$ cat src/rtl/systolic_sequencer.sv
// Job controller for an L-lane systolic array: operand buffers, array clear/enable sequencing,
// result capture and a valid/ready result stream. Optional RUN timeout under SYSTOLIC_SEQ_TIMEOUT_EN.
module systolic_sequencer #(
    parameter int L = 32,
    parameter int W = 16
) (
    input  logic                 clk,
    input  logic                 reset,
    input  logic                 ld_en,
    input  logic                 ld_sel,
    input  logic [$clog2(L)-1:0] ld_addr,
    input  logic [W-1:0]         ld_data,
    input  logic                 start,
    output logic                 start_ready,
    output logic                 busy,
    output logic                 done,
    output logic                 err,
    output logic [7:0]           run_cycles,
    output logic                 out_valid,
    input  logic                 out_ready,
    output logic [W-1:0]         out_data,
    output logic [$clog2(L)-1:0] out_idx,
    output logic                 out_last,
    output logic                 arr_en,
    output logic                 arr_reset,
    output logic [W-1:0]         arr_a [0:L-1],
    output logic [W-1:0]         arr_b [0:L-1],
    input  logic [W-1:0]         arr_p [0:L-1],
    input  logic                 arr_ready
);
    localparam int AW = $clog2(L);
    localparam logic [AW-1:0] LAST_IDX = AW'(L - 1);

    typedef enum logic [2:0] {IDLE, CLEAR, RUN, CAPTURE, DRAIN} state_t;

    state_t         state, state_nxt;
    logic [7:0]     cnt;
    logic [7:0]     cnt_inc;
    logic [W-1:0]   res [0:L-1];
    logic [AW-1:0]  idx;
    logic           start_acc;
    logic           last_acc;
    logic           timeout;

    function automatic logic [7:0] sat_inc(input logic [7:0] v);
        return (v == 8'hFF) ? v : v + 8'd1;
    endfunction

    assign cnt_inc   = sat_inc(cnt);
    assign start_acc = start && (state == IDLE);
    assign last_acc  = (state == DRAIN) && out_ready && (idx == LAST_IDX);

`ifdef SYSTOLIC_SEQ_TIMEOUT_EN
    localparam logic [7:0] TMO_CYCLES = 8'(2 * L + 8);

    assign timeout = (state == RUN) && !arr_ready && (cnt_inc == TMO_CYCLES);

    always_ff @(posedge clk or negedge reset) begin
        if (!reset)         err <= 1'b0;
        else if (start_acc) err <= 1'b0;
        else if (timeout)   err <= 1'b1;
    end
`else
    assign timeout = 1'b0;
    assign err     = 1'b0;
`endif

    always_ff @(posedge clk or negedge reset) begin
        if (!reset) state <= IDLE;
        else        state <= state_nxt;
    end

    always_comb begin
        state_nxt   = state;
        start_ready = 1'b0;
        busy        = 1'b1;
        arr_en      = 1'b0;
        out_valid   = 1'b0;
        case (state)
            IDLE: begin
                start_ready = 1'b1;
                busy        = 1'b0;
                if (start) state_nxt = CLEAR;
            end
            CLEAR:   state_nxt = RUN;
            RUN: begin
                arr_en = 1'b1;
                if (arr_ready)    state_nxt = CAPTURE;
                else if (timeout) state_nxt = IDLE;
            end
            CAPTURE: state_nxt = DRAIN;
            DRAIN: begin
                out_valid = 1'b1;
                if (last_acc) state_nxt = IDLE;
            end
            default: state_nxt = IDLE;
        endcase
    end

    assign done     = last_acc;
    assign out_data = res[idx];
    assign out_idx  = idx;
    assign out_last = (idx == LAST_IDX);

    // arr_reset is registered so it stays high through reset and falls on the first edge after release
    always_ff @(posedge clk or negedge reset) begin
        if (!reset) arr_reset <= 1'b1;
        else        arr_reset <= (state_nxt == CLEAR);
    end

    always_ff @(posedge clk or negedge reset) begin
        if (!reset) begin
            cnt        <= 8'd0;
            run_cycles <= 8'd0;
            idx        <= '0;
        end else begin
            case (state)
                CLEAR:   cnt <= 8'd0;
                RUN: begin
                    cnt <= cnt_inc;
                    if (arr_ready) run_cycles <= cnt_inc;
                end
                CAPTURE: idx <= '0;
                DRAIN:   if (out_ready) idx <= idx + 1'b1;
                default: ;
            endcase
        end
    end

    always_ff @(posedge clk or negedge reset) begin
        if (!reset) begin
            for (int i = 0; i < L; i++) begin
                arr_a[i] <= '0;
                arr_b[i] <= '0;
            end
        end else if ((state == IDLE) && ld_en) begin
            if (ld_sel) arr_b[ld_addr] <= ld_data;
            else        arr_a[ld_addr] <= ld_data;
        end
    end

    always_ff @(posedge clk or negedge reset) begin
        if (!reset) begin
            for (int i = 0; i < L; i++) res[i] <= '0;
        end else if (state == CAPTURE) begin
            for (int i = 0; i < L; i++) res[i] <= arr_p[i];
        end
    end

endmodule

$ cat config.mk
export PLATFORM = sky130hd
export DESIGN_NAME = systolic_sequencer
export DESIGN_NICKNAME = d
export VERILOG_FILES = /design/src/rtl/systolic_sequencer.sv
export SDC_FILE = /design/constraint.sdc
export NUM_CORES = 2
export LEC_CHECK = 0
export CORE_AREA = 2 2 622 624
export CTS_BUF_LIST = sky130_fd_sc_hd__clkbuf_16
export DETAILED_ROUTE_END_ITERATION = 6
export DIE_AREA = 0 0 624 626
export PLACE_DENSITY = 0.31
export SLEW_MARGIN = 20
export SYNTH_ARGS = -nofsm -noshare
export SYNTH_HDL_FRONTEND = slang
export SYNTH_SLANG_ARGS = --single-unit
export TNS_END_PERCENT = 10
$ cat constraint.sdc
create_clock -name clk -period 4.1 [get_ports clk]
set_input_delay 0.82 -clock clk [delete_from_list [all_inputs] [get_ports clk]]
set_output_delay 0.82 -clock clk [all_outputs]
set_load 0.02 [all_outputs]
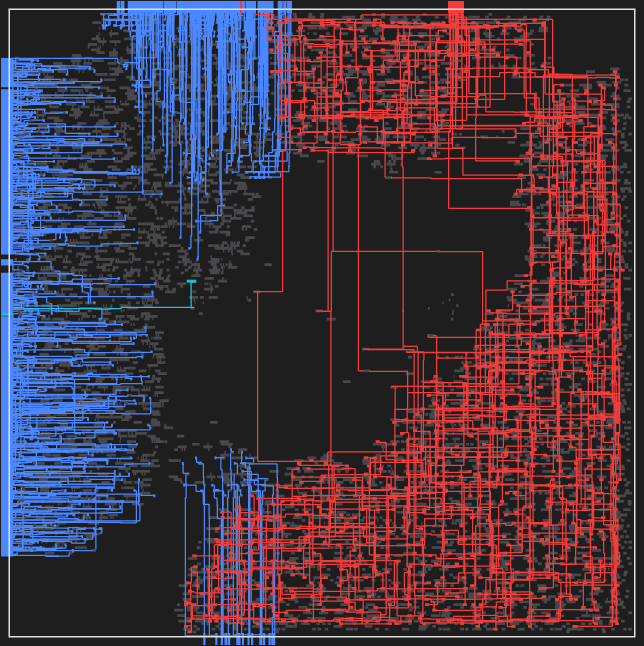
Fig. 1. Nets reached from selected ports.
Drawn at 1 px/um.
[arr_reset] cyan | bits: 1 | direction: output | end cells: 1 | buffers: 1 | wire: 225 um
[arr_p] blue | bits: 512 | direction: input | end cells: 512 | buffers: 512 | wire: 40.5 mm
[ld_data] red | bits: 16 | direction: input | end cells: 1,024 | buffers: 57 | wire: 48.2 mm

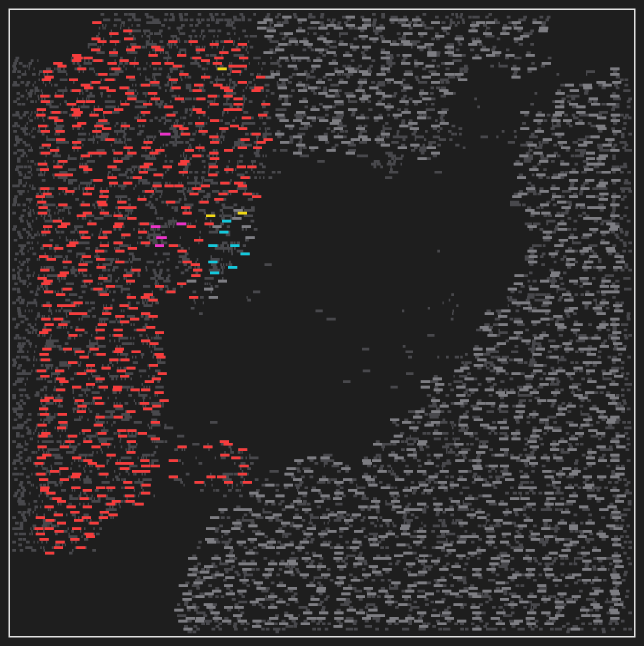
Fig. 2. Register map, names as in the netlist.
Drawn at 1 px/um.
[state] yellow | flops: 3
[cnt] cyan | flops: 8
[res] red | flops: 512
[out_idx] magenta | flops: 5

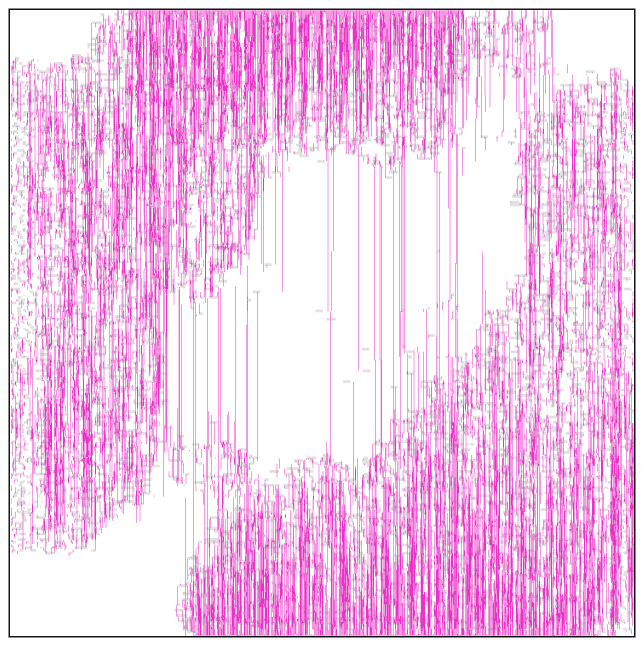
Fig. 3. M2 wires.
Drawn at 1 px/um. Cells faint in the background.
nets with wire on the layer: 6,304
main direction: vertical
longest straight run: 337 um
share of all routed wire: 53%

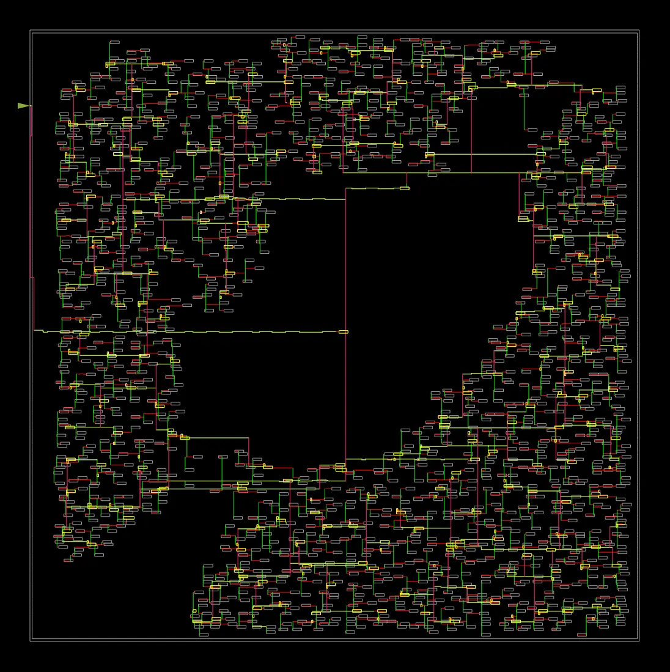
Fig. 4. The clock network.
Clock Skew: 0.0838 ns
Num Clock Sinks: 1,561
Power Clock: 17.1 mW

## cell type report
class                   instances  area (um^2)  share of cell area
inverters                       3         12.5            0.000134
flip-flops and latches       1561        39100               0.420
multi-input cells            3045        23000               0.247
clock buffers                 206         5150              0.0554
well taps                    5060         6330              0.0680
diodes                         20         50.0            0.000537
repair buffers               1822        18400               0.198
clock inverters               163         1020              0.0110
## final timing paths
| path | startpoint | to |
|---|---|---|
| setup reg to reg | state[1] | arr_a[239] |
| min in group asynchronous | reset | res[338] |
| max in group asynchronous | reset | arr_b[210] |
| hold reg to reg | res[457] | res[457] |
| hold / removal | res[457] | res[457] |
| setup / recovery | out_idx[0] | out_data[2] |
## layout by cell type, fill, tap and decap left out, types with 8 or more instances in the layout
cell type / n
a211oi_1: 11
a21oi_1: 18
a22oi_1: 18
a22oi_2: 12
buf_12: 63
buf_4: 179
bufinv_16: 8
clkbuf_16: 206
clkdlybuf4s50_1: 1564
clkinv_1: 46
clkinv_2: 29
dfrtp_1: 1556
diode_2: 20
inv_1: 68
mux2_2: 971
mux2_4: 50
mux2i_1: 63
mux2i_2: 12
mux4_2: 97
nand2_1: 1593
nor2_1: 12
nor2_8: 23
o21ai_0: 17
o221ai_1: 14
o22ai_1: 14
or2_2: 12
## sequential cells by signal (all words and copies together) (netlist names)
signal / count
arr_a: 512
arr_b: 512
res: 512
cnt: 8
run_cycles: 8
out_idx: 5
state: 3
arr_reset: 1
## power groups by stage
stage / clock network [mW] / registers, mW / logic, mW
2_1_floorplan: 0 / 22.5 / 8.22
3_5_place_dp: 0 / 22.3 / 20.3
3_3_place_gp: 0 / 22.3 / 20.2
4_1_cts: 17.8 / 22.1 / 20.6
6_report: 17.1 / 22.0 / 20.1
5_1_grt: 18.4 / 22.4 / 21.6
==> impl_metrics.yaml <==
# synthesis and place-and-route metrics
outcome:
  run_status: "finished, final reports clean"
routing:
  drt_iter0_markers: 2147
yosys:
  ys.flops: 1561
  synth-simple-area-share: 0.110
  ys_sh_mux: 0.232
floorplanning:
  fp_util: 0.165
critical_path:
  endpoint_kind: "output pin"
  cp.depth: 8
  path_max_fanout: 10
  crit_family: "buffers and inverters"
global_route:
  grt_most_used_layer: "met2"
  grt_max_degree: 113
timing:
  grt_setup_unrepaired: "yes"
  period_used_share: 0.978
  report.final.hold_viol_count: 0
  max_freq_mhz: 249
  slew_violations: 0
  tightest_slew_ns: 0.986
finish:
  layout-drive-gt1-share: 0.257
job:
  warnings: 40
clock_network:
  worstSkewPairLatency_ns: 0.91
  cts_tree: "done"
placed_design:
  place.gp.congestion: 0.799
No activity file was given, so power comes from the tool's default toggle rates.
